File: src/rtl/pipe_hazard_ctrl_pkg.sv
// Shared types, widths and helpers for the ID-stage hazard/forwarding controller.
// Register indices are carried zero-extended to MAX_REG_W inside the shadow scoreboard.
package pipe_ctrl_pkg;

  localparam int FWD_NONE  = 0;
  localparam int MAX_REG_W = 8;

  function automatic int reg_w(input int num_regs);
    return (num_regs <= 2) ? 1 : $clog2(num_regs);
  endfunction

  function automatic int sel_w(input int depth);
    return (depth <= 1) ? 1 : $clog2(depth + 1);
  endfunction

  typedef struct packed {
    logic                 v;
    logic                 wr_en;
    logic [MAX_REG_W-1:0] wr_reg;
    logic                 is_load;
    logic                 hlt;
  } shadow_ent_t;

endpackage

File: src/rtl/pipe_hazard_ctrl_if.sv
// Bundle between the ID stage and the hazard controller; the pipe side is master.
interface pipe_hazard_ctrl_if #(
  parameter int NUM_SRC = 2,
  parameter int REG_W   = 4,
  parameter int SEL_W   = 2
);
  // id_valid has no ready partner: ID is "accepted" on every edge where stall_id
  // and freeze are both low, otherwise the same instruction must be presented again.
  logic                     id_valid;
  logic [NUM_SRC-1:0]       id_rd_en;
  logic [NUM_SRC*REG_W-1:0] id_rd_reg;
  logic                     id_wr_en;
  logic [REG_W-1:0]         id_wr_reg;
  logic                     id_is_load;
  logic                     id_is_hlt;
  logic                     ex_redirect;
  logic                     mem_stall;
  logic [NUM_SRC*SEL_W-1:0] fwd_sel;
  logic                     stall_id;
  logic                     bubble_ex;
  logic                     flush_id;
  logic                     freeze;
  logic                     halted;

  modport master (
    output id_valid, id_rd_en, id_rd_reg, id_wr_en, id_wr_reg, id_is_load, id_is_hlt,
           ex_redirect, mem_stall,
    input  fwd_sel, stall_id, bubble_ex, flush_id, freeze, halted
  );

  modport slave (
    input  id_valid, id_rd_en, id_rd_reg, id_wr_en, id_wr_reg, id_is_load, id_is_hlt,
           ex_redirect, mem_stall,
    output fwd_sel, stall_id, bubble_ex, flush_id, freeze, halted
  );
endinterface

File: src/rtl/pipe_hazard_ctrl_fwd_match.sv
// Youngest-first forward selector for one read port across the downstream stages.
// Also flags a load-use hazard when any matching load is not yet forwardable.
module fwd_match
  import pipe_ctrl_pkg::*;
#(
  parameter int DEPTH      = 3,
  parameter int SEL_W      = 2,
  parameter int LOAD_STAGE = 2,
  parameter int ZERO_REG   = 1
) (
  input  logic                                rd_en,
  input  logic [MAX_REG_W-1:0]                rd_reg,
  input  logic [DEPTH-1:0]                    cand,
  input  logic [DEPTH-1:0]                    is_load,
  input  logic [DEPTH-1:0][MAX_REG_W-1:0]     wr_reg,
  output logic [SEL_W-1:0]                    sel,
  output logic                                load_use
);

  logic             zero_src;
  logic [DEPTH-1:0] hit;

  assign zero_src = (ZERO_REG != 0) && (rd_reg == '0);

  always_comb begin
    hit      = '0;
    sel      = SEL_W'(FWD_NONE);
    load_use = 1'b0;
    // Walk oldest to youngest so the youngest (lowest stage) match is written last.
    for (int k = DEPTH - 1; k >= 0; k--) begin
      hit[k] = rd_en & cand[k] & (wr_reg[k] == rd_reg) & ~zero_src;
      if (hit[k]) begin
        sel = SEL_W'(k + 1);
        if (is_load[k] && (k + 1 < LOAD_STAGE)) load_use = 1'b1;
      end
    end
  end

endmodule

File: src/rtl/pipe_hazard_ctrl.sv
// Hazard/forwarding controller beside ID: shadow scoreboard of the downstream stages,
// per-source forward selects, load-use stall/bubble, redirect flush, freeze and halt.
module pipe_hazard_ctrl
  import pipe_ctrl_pkg::*;
#(
  parameter int NUM_REGS   = 16,
  parameter int NUM_SRC    = 2,
  parameter int DEPTH      = 3,
  parameter int LOAD_STAGE = 2,
  parameter int ZERO_REG   = 1
) (
  input  logic              clk,
  input  logic              rst_n,
  pipe_hazard_ctrl_if.slave bus
);

  localparam int REG_W = reg_w(NUM_REGS);
  localparam int SEL_W = sel_w(DEPTH);

  shadow_ent_t [DEPTH-1:0]            shadow;
  shadow_ent_t [DEPTH-1:0]            shadow_next;
  shadow_ent_t                        new_ent;
  logic        [DEPTH-1:0]            cand;
  logic        [DEPTH-1:0]            ld_mask;
  logic        [DEPTH-1:0][MAX_REG_W-1:0] wr_regs;
  logic        [NUM_SRC-1:0]          lu_src;
  logic        [NUM_SRC*SEL_W-1:0]    fwd_sel;
  logic                               halted;
  logic                               freeze;
  logic                               redirect;
  logic                               load_use;
  logic                               bubble_ex;

  always_comb begin
    for (int k = 0; k < DEPTH; k++) begin
      cand[k]    = shadow[k].v & shadow[k].wr_en;
      ld_mask[k] = shadow[k].is_load;
      wr_regs[k] = shadow[k].wr_reg;
    end
  end

  for (genvar i = 0; i < NUM_SRC; i++) begin : g_src
    logic [MAX_REG_W-1:0] rd_reg_ext;
    assign rd_reg_ext = MAX_REG_W'(bus.id_rd_reg[i*REG_W +: REG_W]);

    fwd_match #(
      .DEPTH     (DEPTH),
      .SEL_W     (SEL_W),
      .LOAD_STAGE(LOAD_STAGE),
      .ZERO_REG  (ZERO_REG)
    ) u_fwd_match (
      .rd_en   (bus.id_rd_en[i]),
      .rd_reg  (rd_reg_ext),
      .cand    (cand),
      .is_load (ld_mask),
      .wr_reg  (wr_regs),
      .sel     (fwd_sel[i*SEL_W +: SEL_W]),
      .load_use(lu_src[i])
    );
  end

  // A HLT parked in the last stage freezes the shadow, so this stays set until reset.
  assign halted    = shadow[DEPTH-1].v & shadow[DEPTH-1].hlt;
  assign freeze    = bus.mem_stall | halted;
  assign load_use  = |lu_src;
  // The ID instruction is wrong-path on a redirect, so its load-use hazard is moot.
  assign redirect  = bus.ex_redirect & ~freeze;
  assign bubble_ex = ~freeze & (redirect | load_use);

  assign bus.fwd_sel   = fwd_sel;
  assign bus.stall_id  = freeze | (load_use & ~redirect);
  assign bus.bubble_ex = bubble_ex;
  assign bus.flush_id  = redirect;
  assign bus.freeze    = freeze;
  assign bus.halted    = halted;

  always_comb begin
    new_ent = '0;
    if (!bubble_ex) begin
      new_ent.v       = bus.id_valid;
      new_ent.wr_en   = bus.id_wr_en;
      new_ent.wr_reg  = MAX_REG_W'(bus.id_wr_reg);
      new_ent.is_load = bus.id_is_load;
      new_ent.hlt     = bus.id_is_hlt;
    end
  end

  always_comb begin
    shadow_next    = shadow;
    shadow_next[0] = new_ent;
    for (int k = 1; k < DEPTH; k++) shadow_next[k] = shadow[k-1];
  end

  always_ff @(posedge clk or negedge rst_n) begin
    if (!rst_n) begin
      shadow <= '0;
    end else if (!freeze) begin
      shadow <= shadow_next;
    end
  end

endmodule

File: src/flat_wrapper.sv
// flat-port wrapper written by rule: the top's interface ports become plain ports
module pipe_hazard_ctrl_flat import pipe_ctrl_pkg::*;
#(
  parameter int NUM_REGS   = 16,
  parameter int NUM_SRC    = 2,
  parameter int DEPTH      = 3,
  parameter int LOAD_STAGE = 2,
  parameter int ZERO_REG   = 1
)
  (clk, rst_n, bus_id_valid, bus_id_rd_en, bus_id_rd_reg, bus_id_wr_en, bus_id_wr_reg, bus_id_is_load, bus_id_is_hlt, bus_ex_redirect, bus_mem_stall, bus_fwd_sel, bus_stall_id, bus_bubble_ex, bus_flush_id, bus_freeze, bus_halted);
  pipe_hazard_ctrl_if #(.NUM_SRC(NUM_SRC), .REG_W((4)), .SEL_W((2))) bus_i ();
  input  logic clk;
  input  logic rst_n;
  input wire logic [$bits(bus_i.id_valid)-1:0] bus_id_valid;
  input wire logic [$bits(bus_i.id_rd_en)-1:0] bus_id_rd_en;
  input wire logic [$bits(bus_i.id_rd_reg)-1:0] bus_id_rd_reg;
  input wire logic [$bits(bus_i.id_wr_en)-1:0] bus_id_wr_en;
  input wire logic [$bits(bus_i.id_wr_reg)-1:0] bus_id_wr_reg;
  input wire logic [$bits(bus_i.id_is_load)-1:0] bus_id_is_load;
  input wire logic [$bits(bus_i.id_is_hlt)-1:0] bus_id_is_hlt;
  input wire logic [$bits(bus_i.ex_redirect)-1:0] bus_ex_redirect;
  input wire logic [$bits(bus_i.mem_stall)-1:0] bus_mem_stall;
  output wire logic [$bits(bus_i.fwd_sel)-1:0] bus_fwd_sel;
  output wire logic [$bits(bus_i.stall_id)-1:0] bus_stall_id;
  output wire logic [$bits(bus_i.bubble_ex)-1:0] bus_bubble_ex;
  output wire logic [$bits(bus_i.flush_id)-1:0] bus_flush_id;
  output wire logic [$bits(bus_i.freeze)-1:0] bus_freeze;
  output wire logic [$bits(bus_i.halted)-1:0] bus_halted;
  assign bus_i.id_valid = bus_id_valid;
  assign bus_i.id_rd_en = bus_id_rd_en;
  assign bus_i.id_rd_reg = bus_id_rd_reg;
  assign bus_i.id_wr_en = bus_id_wr_en;
  assign bus_i.id_wr_reg = bus_id_wr_reg;
  assign bus_i.id_is_load = bus_id_is_load;
  assign bus_i.id_is_hlt = bus_id_is_hlt;
  assign bus_i.ex_redirect = bus_ex_redirect;
  assign bus_i.mem_stall = bus_mem_stall;
  assign bus_fwd_sel = bus_i.fwd_sel;
  assign bus_stall_id = bus_i.stall_id;
  assign bus_bubble_ex = bus_i.bubble_ex;
  assign bus_flush_id = bus_i.flush_id;
  assign bus_freeze = bus_i.freeze;
  assign bus_halted = bus_i.halted;
  pipe_hazard_ctrl #(.NUM_REGS(NUM_REGS), .NUM_SRC(NUM_SRC), .DEPTH(DEPTH), .LOAD_STAGE(LOAD_STAGE), .ZERO_REG(ZERO_REG)) u_core (.clk(clk), .rst_n(rst_n), .bus(bus_i));
endmodule
File: config.mk
export PLATFORM = sky130hd
export DESIGN_NAME = pipe_hazard_ctrl_flat
export DESIGN_NICKNAME = d
export VERILOG_FILES = /design/src/rtl/pipe_hazard_ctrl_pkg.sv /design/src/rtl/pipe_hazard_ctrl_if.sv /design/src/rtl/pipe_hazard_ctrl_fwd_match.sv /design/src/rtl/pipe_hazard_ctrl.sv /design/src/flat_wrapper.sv
export SDC_FILE = /design/constraint.sdc
export NUM_CORES = 1
export LEC_CHECK = 0
export CAP_MARGIN = 20
export CORE_MARGIN = 2
export CORE_UTILIZATION = 43
export DETAILED_ROUTE_END_ITERATION = 12
export PLACE_DENSITY = 0.76
export SYNTH_ARGS = -nofsm -noshare
export SYNTH_HDL_FRONTEND = slang
export SYNTH_HIERARCHICAL = 1
export SYNTH_SLANG_ARGS = --single-unit
File: constraint.sdc
create_clock -name clk -period 1.9 [get_ports clk]
set_input_delay 0.285 -clock clk [delete_from_list [all_inputs] [get_ports clk]]
set_output_delay 0.285 -clock clk [all_outputs]
set_load 0.02 [all_outputs]
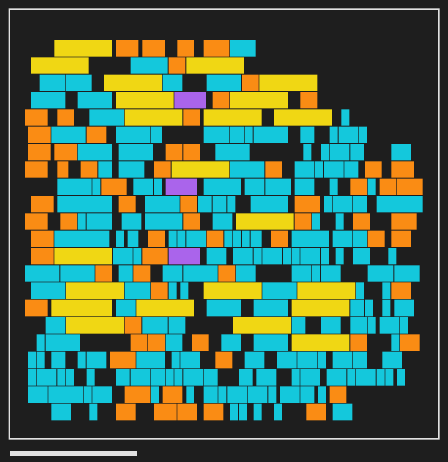
placement_by_type.png
Bar = 20 µm.
cyan -> combinational and other logic  # cells 187, share of their area 56%
yellow -> flops  # cells 22, share of their area 21%
purple -> clock drivers  # cells 3, share of their area 1.5%
orange -> other buffers and delay cells  # cells 68, share of their area 22%

==> notes.md <==
impl run done, here's what came out: Cell Pwr Density=668 mW/mm², Slew Viols, Final=0, clk latency late pin=260 ps, Chip Height=67.2 µm, final count of negative-setup-slack endpoints=14, status=finished with violations, startpoint types=flip-flop, share of cells above drive strength 1=33.9%, Post-Place Setup Slack=-1160 ps, Remaining Overflow, GRT=0, H-tree depth=1, PortBufs=30, metal3 WL=132 µm, Hold-fix buffers, CTS=0, CTS root buffer=clkbuf_8, yosys warns=6, clock sink count=22, Worst Path Buf+Inv=1, P_sw=0.585 mW, top power group=combinational cells, failing checks=negative setup slack, clock share of power=15.5%, IO Count=31, crit path DAT=2130 ps, met2 wire length=2.27 mm, global placer's final weighted congestion=0.793, fmax=415 MHz, DRC=0, initial detailed-routing violation count=27, Die Wd=67.2 µm, synthesized area=0.00172 mm², total power=1.82 mW, crit-path max cell delay=580 ps, Worst Slack Setup Final=-511 ps, maximum number of pins on one net before global-route repair=23, total track usage=21.7%, Num CTS Buffers=3, actual slew at the worst max-slew pin=631 ps, number of global-route vias before repair=1568
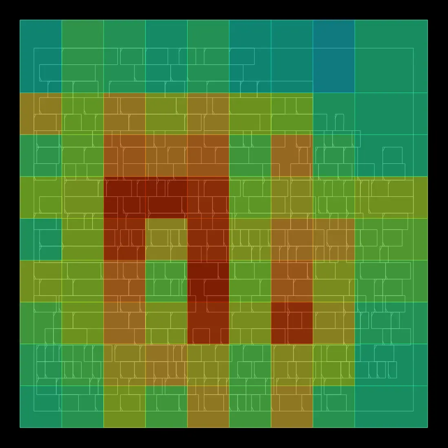
congestion.png
routing usage on met3: 2.83%
grt met2 use: 39.7%
Core Util, Final: 72.9%

-- worst paths after layout --
kind	to	depth (start not counted)	startpoint	slack (ps)
worst max-delay path	bus_stall_id	7	u_core/shadow[2]	-510
worst min-delay path	u_core/shadow[12]	2	rst_n	370
worst max register to register	u_core/shadow[3]	7	u_core/shadow[2]	-300
worst min register to register	u_core/shadow[0]	1	u_core/shadow[0]	510
max in group asynchronous	u_core/shadow[2]	2	rst_n	1290
min in group clk	u_core/shadow[0]	1	u_core/shadow[0]	510
-- cell usage in the layout, fill, tap and decap left out --
| master | n |
|---|---|
| nor2_1 | 1 |
| nand3_1 | 2 |
| dfrtp_1 | 21 |
| nor3_4 | 2 |
| nor2_4 | 2 |
| o22a_1 | 2 |
| nor2_2 | 1 |
| mux2_4 | 17 |
| nor4_1 | 4 |
| nand2_1 | 6 |
| o22ai_2 | 1 |
| dlygate4sd2_1 | 9 |
| a21oi_4 | 1 |
| nor4b_4 | 2 |
| xnor2_1 | 46 |
| buf_6 | 8 |
| o21ai_2 | 1 |
| clkbuf_8 | 3 |
| conb_1 | 56 |
| buf_4 | 36 |
| and2_1 | 5 |
| nor3_1 | 1 |
| dfrtp_2 | 1 |
| clkdlybuf4s50_1 | 14 |
| inv_6 | 1 |
| or4_4 | 4 |
| o22ai_4 | 1 |
| inv_1 | 4 |
| nor4b_2 | 6 |
| mux2_2 | 5 |
| xnor2_2 | 2 |
| nand4_1 | 10 |
| clkbuf_2 | 1 |
| or4_1 | 4 |
-- registers in the layout, summed over array words and instances, names as in the netlist --
signal / cells
u_core/ld_mask: 1
u_core/shadow: 21
-- cell type report --
class	count	area, µm²	area share, %
timing repair buffer	68	584	21.4
sequential	22	552	20.2
clock buffer	3	41.3	1.51
tap	48	60.1	2.20
inverter	5	23.8	0.872
multi-input combinational	182	1470	53.8
Power figures rest on the tool's default switching activity, not on a simulated workload.
